--- config.mk ---
export PLATFORM = sky130hd
export DESIGN_NAME = symbol_mapper
export DESIGN_NICKNAME = d
export VERILOG_FILES = /design/src/rtl/symbol_mapper.sv
export SDC_FILE = /design/constraint.sdc
export NUM_CORES = 1
export LEC_CHECK = 0
export CORE_MARGIN = 2
export CORE_UTILIZATION = 25
export DETAILED_ROUTE_END_ITERATION = 6
export PLACE_DENSITY = 0.56
export SYNTH_ARGS = -nofsm -noshare
export SYNTH_HDL_FRONTEND = slang
export SYNTH_SLANG_ARGS = --single-unit
--- constraint.sdc ---
create_clock -name clk -period 1.62 [get_ports clk]
set_clock_uncertainty 0.1 [all_clocks]
set_input_delay 0.324 -clock clk [delete_from_list [all_inputs] [get_ports clk]]
set_output_delay 0.324 -clock clk [all_outputs]
set_load 0.02 [all_outputs]
--- src/rtl/symbol_mapper.sv ---
// symbol_mapper
// -------------
// Maps a serial bit stream onto BPSK or QPSK constellation points.
//   BPSK (mode=0): one bit per symbol, I = +/-AMP, Q = 0.
//   QPSK (mode=1): two bits per symbol, first bit -> I, second bit -> Q.
// mode is sampled only when a bit is accepted in EMPTY, so a QPSK pair
// always completes as QPSK even if mode changes while half a pair is held.
//
// Optional feature: define SYMBOL_MAPPER_DIFF_EN to differentially encode
// each rail (d = b ^ prev, prev <= d when the symbol forms) before mapping.
// Without it there are no history registers and the mapping is direct.
//
// Ports:
//   clk        in   rising-edge clock
//   rst_n      in   asynchronous active-low reset
//   mode       in   0 = BPSK, 1 = QPSK
//   bit_in     in   serial data bit
//   bit_valid  in   bit_in is valid
//   bit_ready  out  block accepts a bit this cycle
//   sym_i      out  signed in-phase sample (DW bits)
//   sym_q      out  signed quadrature sample (DW bits)
//   sym_valid  out  sym_i/sym_q hold a symbol
//   sym_ready  in   downstream accepts the symbol
//   sym_cnt    out  count of delivered symbols (CW bits, wraps)
//
// Handshakes: a transfer happens on a rising edge where valid and ready are
// both 1. The producer holds data stable while valid=1 and ready=0, and
// valid never depends on ready. bit_ready depends combinationally on
// sym_ready so a delivered symbol can be replaced on the same edge.
module symbol_mapper #(
    parameter int DW  = 8,
    parameter int AMP = 64,
    parameter int CW  = 16
) (
    input  logic                 clk,
    input  logic                 rst_n,
    input  logic                 mode,
    input  logic                 bit_in,
    input  logic                 bit_valid,
    output logic                 bit_ready,
    output logic signed [DW-1:0] sym_i,
    output logic signed [DW-1:0] sym_q,
    output logic                 sym_valid,
    input  logic                 sym_ready,
    output logic [CW-1:0]        sym_cnt
);

    typedef enum logic {
        EMPTY = 1'b0,
        HALF  = 1'b1
    } state_t;

    localparam logic signed [DW-1:0] AMP_P = DW'(AMP);
    localparam logic signed [DW-1:0] AMP_N = -AMP_P;

    function automatic logic signed [DW-1:0] map_bit(input logic b);
        return b ? AMP_P : AMP_N;
    endfunction

    // state_q is the FSM state; it is left visible by name for checkers.
    state_t                state_q, state_d;
    logic                  b0_q, b0_d;
    logic signed [DW-1:0]  sym_i_q, sym_i_d;
    logic signed [DW-1:0]  sym_q_q, sym_q_d;
    logic                  sym_valid_q, sym_valid_d;
    logic [CW-1:0]         sym_cnt_q, sym_cnt_d;

    logic accept;
    logic deliver;
    logic hist_i;
    logic hist_q;
    logic d_i;
    logic d_q;

`ifdef SYMBOL_MAPPER_DIFF_EN
    logic prev_i_q, prev_i_d;
    logic prev_q_q, prev_q_d;
    assign hist_i = prev_i_q;
    assign hist_q = prev_q_q;
`else
    assign hist_i = 1'b0;
    assign hist_q = 1'b0;
`endif

    // A first QPSK bit never produces a symbol, so it may be taken even
    // while the output register is still occupied.
    assign bit_ready = ((state_q == EMPTY) && mode) || !sym_valid_q || sym_ready;
    assign accept    = bit_valid && bit_ready;
    assign deliver   = sym_valid_q && sym_ready;

    always_comb begin
        state_d     = state_q;
        b0_d        = b0_q;
        sym_i_d     = sym_i_q;
        sym_q_d     = sym_q_q;
        sym_valid_d = sym_valid_q;
        sym_cnt_d   = sym_cnt_q;
        d_i         = 1'b0;
        d_q         = 1'b0;
`ifdef SYMBOL_MAPPER_DIFF_EN
        prev_i_d    = prev_i_q;
        prev_q_d    = prev_q_q;
`endif

        if (deliver) begin
            sym_valid_d = 1'b0;
            sym_cnt_d   = sym_cnt_q + CW'(1);
        end

        // A symbol formed here overrides the clear above, keeping
        // sym_valid high for back-to-back BPSK.
        if (accept) begin
            case (state_q)
                EMPTY: begin
                    if (mode) begin
                        b0_d    = bit_in;
                        state_d = HALF;
                    end else begin
                        d_i         = bit_in ^ hist_i;
                        sym_i_d     = map_bit(d_i);
                        sym_q_d     = '0;
                        sym_valid_d = 1'b1;
`ifdef SYMBOL_MAPPER_DIFF_EN
                        prev_i_d    = d_i;
`endif
                    end
                end
                HALF: begin
                    d_i         = b0_q ^ hist_i;
                    d_q         = bit_in ^ hist_q;
                    sym_i_d     = map_bit(d_i);
                    sym_q_d     = map_bit(d_q);
                    sym_valid_d = 1'b1;
                    state_d     = EMPTY;
`ifdef SYMBOL_MAPPER_DIFF_EN
                    prev_i_d    = d_i;
                    prev_q_d    = d_q;
`endif
                end
                default: state_d = EMPTY;
            endcase
        end
    end

    always_ff @(posedge clk or negedge rst_n) begin
        if (!rst_n) begin
            state_q     <= EMPTY;
            b0_q        <= 1'b0;
            sym_i_q     <= '0;
            sym_q_q     <= '0;
            sym_valid_q <= 1'b0;
            sym_cnt_q   <= '0;
        end else begin
            state_q     <= state_d;
            b0_q        <= b0_d;
            sym_i_q     <= sym_i_d;
            sym_q_q     <= sym_q_d;
            sym_valid_q <= sym_valid_d;
            sym_cnt_q   <= sym_cnt_d;
        end
    end

`ifdef SYMBOL_MAPPER_DIFF_EN
    always_ff @(posedge clk or negedge rst_n) begin
        if (!rst_n) begin
            prev_i_q <= 1'b0;
            prev_q_q <= 1'b0;
        end else begin
            prev_i_q <= prev_i_d;
            prev_q_q <= prev_q_d;
        end
    end
`endif

    assign sym_i     = sym_i_q;
    assign sym_q     = sym_q_q;
    assign sym_valid = sym_valid_q;
    assign sym_cnt   = sym_cnt_q;

endmodule

==> images/port_nets.png <==
(6 px per um)
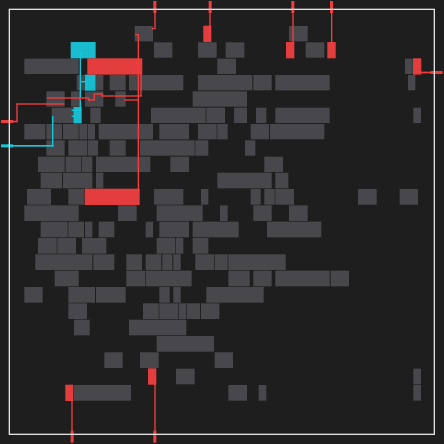
cyan -> `bit_in`  # bits 1, direction input, end cells 3, buffers 1, wire 24.3 um
red -> `sym_q`  # bits 8, direction output, end cells 8, buffers 2, wire 97.6 um
buffers added on ports: 27
Ports: 40

==> images/registers.png <==
(4 px per um) Other sequential cells in the stronger gray, the rest of the logic in the fainter gray.
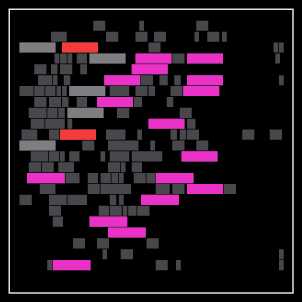
red -> `sym_q`  # flops 2
magenta -> `sym_cnt`  # flops 16
not colored = 5

==> run summary <==
Figures from the flow reports.

Final timing:
- The run gives the setup violation total in the final timing report as 0.
- The run puts the number of failing hold endpoints at the final stage at 0.
- The run puts the total count of max-transition violations in the final report at 0.
- The run puts the maximum achievable frequency at 628.1 MHz.
- The run gives the worst hold slack after final layout as a little over 300 ps.

Route:
- The run puts the post-detailed-route wirelength per cell at 12.10 um.
- The run puts the number of search-and-repair iterations in the first detailed-routing pass at 6.
- The run gives the post-detailed-route count of antenna-violating nets as 0.
- The run gives the top routing layer in use as met4.
- After detailed routing, the met2 layer carries around 1.1 mm of wire.

Clocking:
- TritonCTS built the clock tree.
- The run gives the number of buffers inserted by hold repair at cts as 0.
- The run puts the post-CTS resize count at 25.

Synth:
- Yosys stat counts approximately 100 cells in the synthesized netlist.
- The run gives the library cell occupying the most area in the post-synthesis netlist as dfrtp_1.
- The area recorded from the Yosys report for this design is between 1000 and 1500 um2.
- The run gives the post-synth design cell area as 1109 um2.
- The run gives the number of warnings reported in the yosys synthesis log as 0.
- In the post-synthesis netlist, the cell with the most instances is dfrtp_1.
- In the synthesized netlist the dominant register cell turns out to be dfrtp_1.
- Yosys reports that the most numerous cell types are 23 x dfrtp_1, 12 x buf_4, 10 x xnor2_1.
- Each instance of the synthesized netlist takes up on average roughly 11 um2.
- The run puts the post-synthesis share of cell area spent on xor and xnor gates at roughly an eighth.

Placed design:
- Per the gpl log, the routability congestion estimate is 0.6602.
- Counting tap cells, the placed design contains a total of around 190 instances.
- The placed instances occupy a cell area of approximately 1500 um2.

Power:
- Summed over all sequential cells, the power is roughly 0.83 mW.
- The run gives the internal power component as around 1.1 mW.
- The script extracted a net switching power of around 0.64 mW.

Finish:
- The run gives the number of non-clock inverters in the layout as 3.
- The run puts the filler cell count at about 460.
- The biggest slice of the area belongs to flip-flops and latches.
- The run puts the synthesis-to-layout area growth at 39.50%.
- Of the total standard cell area in the layout, the sequential portion is 37.70%.
- The run gives the clock buffer instance count of the final layout as 3.

Global route:
- For met3 alone, demand over resource in global routing was 2.564%.
- The first global-routing pass estimated about 3.8 mm of wire.
- The run gives the pin count of the biggest net entering global routing as 24.
- For this run the aggregate overflow at the end of global routing stands at 0.
- Global routing used between 10% and 20% of the available met1 tracks.

Die:
- The run gives the core area as 4324 um2.
- The run puts the effective utilization at floorplan at around a quarter.
- The run gives the number of placement rows as 24.
- The die covers 4983 um2.

Run status:
- The flow ran to the end, and the final reports show no timing, DRC or antenna violations.

Setup path:
- The run gives the nature of the critical path startpoint as a register.
- The arrival time of data at the worst endpoint is listed as roughly 1200 ps.
- Looking at the setup timing report, the critical path kind is register to output port.

Job:
- The run gives the number of maximum-capacitance constraint violations as 0.

Hold path:
- Checking hold timing, the worst path is listed with class input pin to asynchronous set/reset pin.
==> images/metal_stack.png <==
(6 px per um)
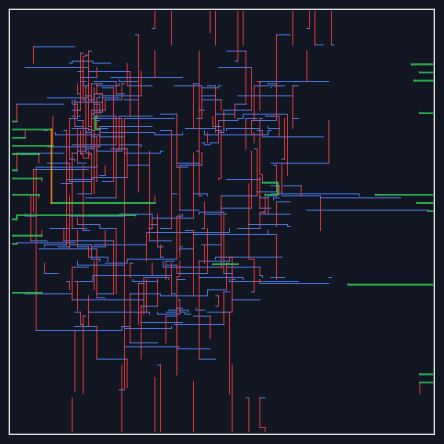
green -> met3  # wire length 134 um
blue -> met1  # wire length 1,020 um
red -> met2  # wire length 1,140 um
orange -> met4  # wire length 12.2 um

## path summary, 6_finish.rpt
kind	from	to	slack, ps	cells after the start
max	sym_valid	sym_valid	30	2
min	rst_n	state_q	310	2
min reg2reg	sym_cnt[15]	sym_cnt[15]	370	1
max in group asynchronous	rst_n	sym_cnt[4]	860	2
min in group clk	mode	sym_q[6]	360	4
max reg2reg	sym_cnt[0]	sym_cnt[6]	120	6
## flip-flops by register name, indices dropped and copies added, names as in the netlist
| signal | flops |
|---|---|
| sym_cnt | 16 |
| sym_i | 2 |
| sym_q | 2 |
| b0_q | 1 |
| state_q | 1 |
| sym_valid | 1 |
## critical path, cell delays in order (launching register included)
cell and delay [ps]:
dfrtp_1 420, buf_4 170, dlygate4sd2_1 320
Power is estimated from default activity; no workload was simulated.
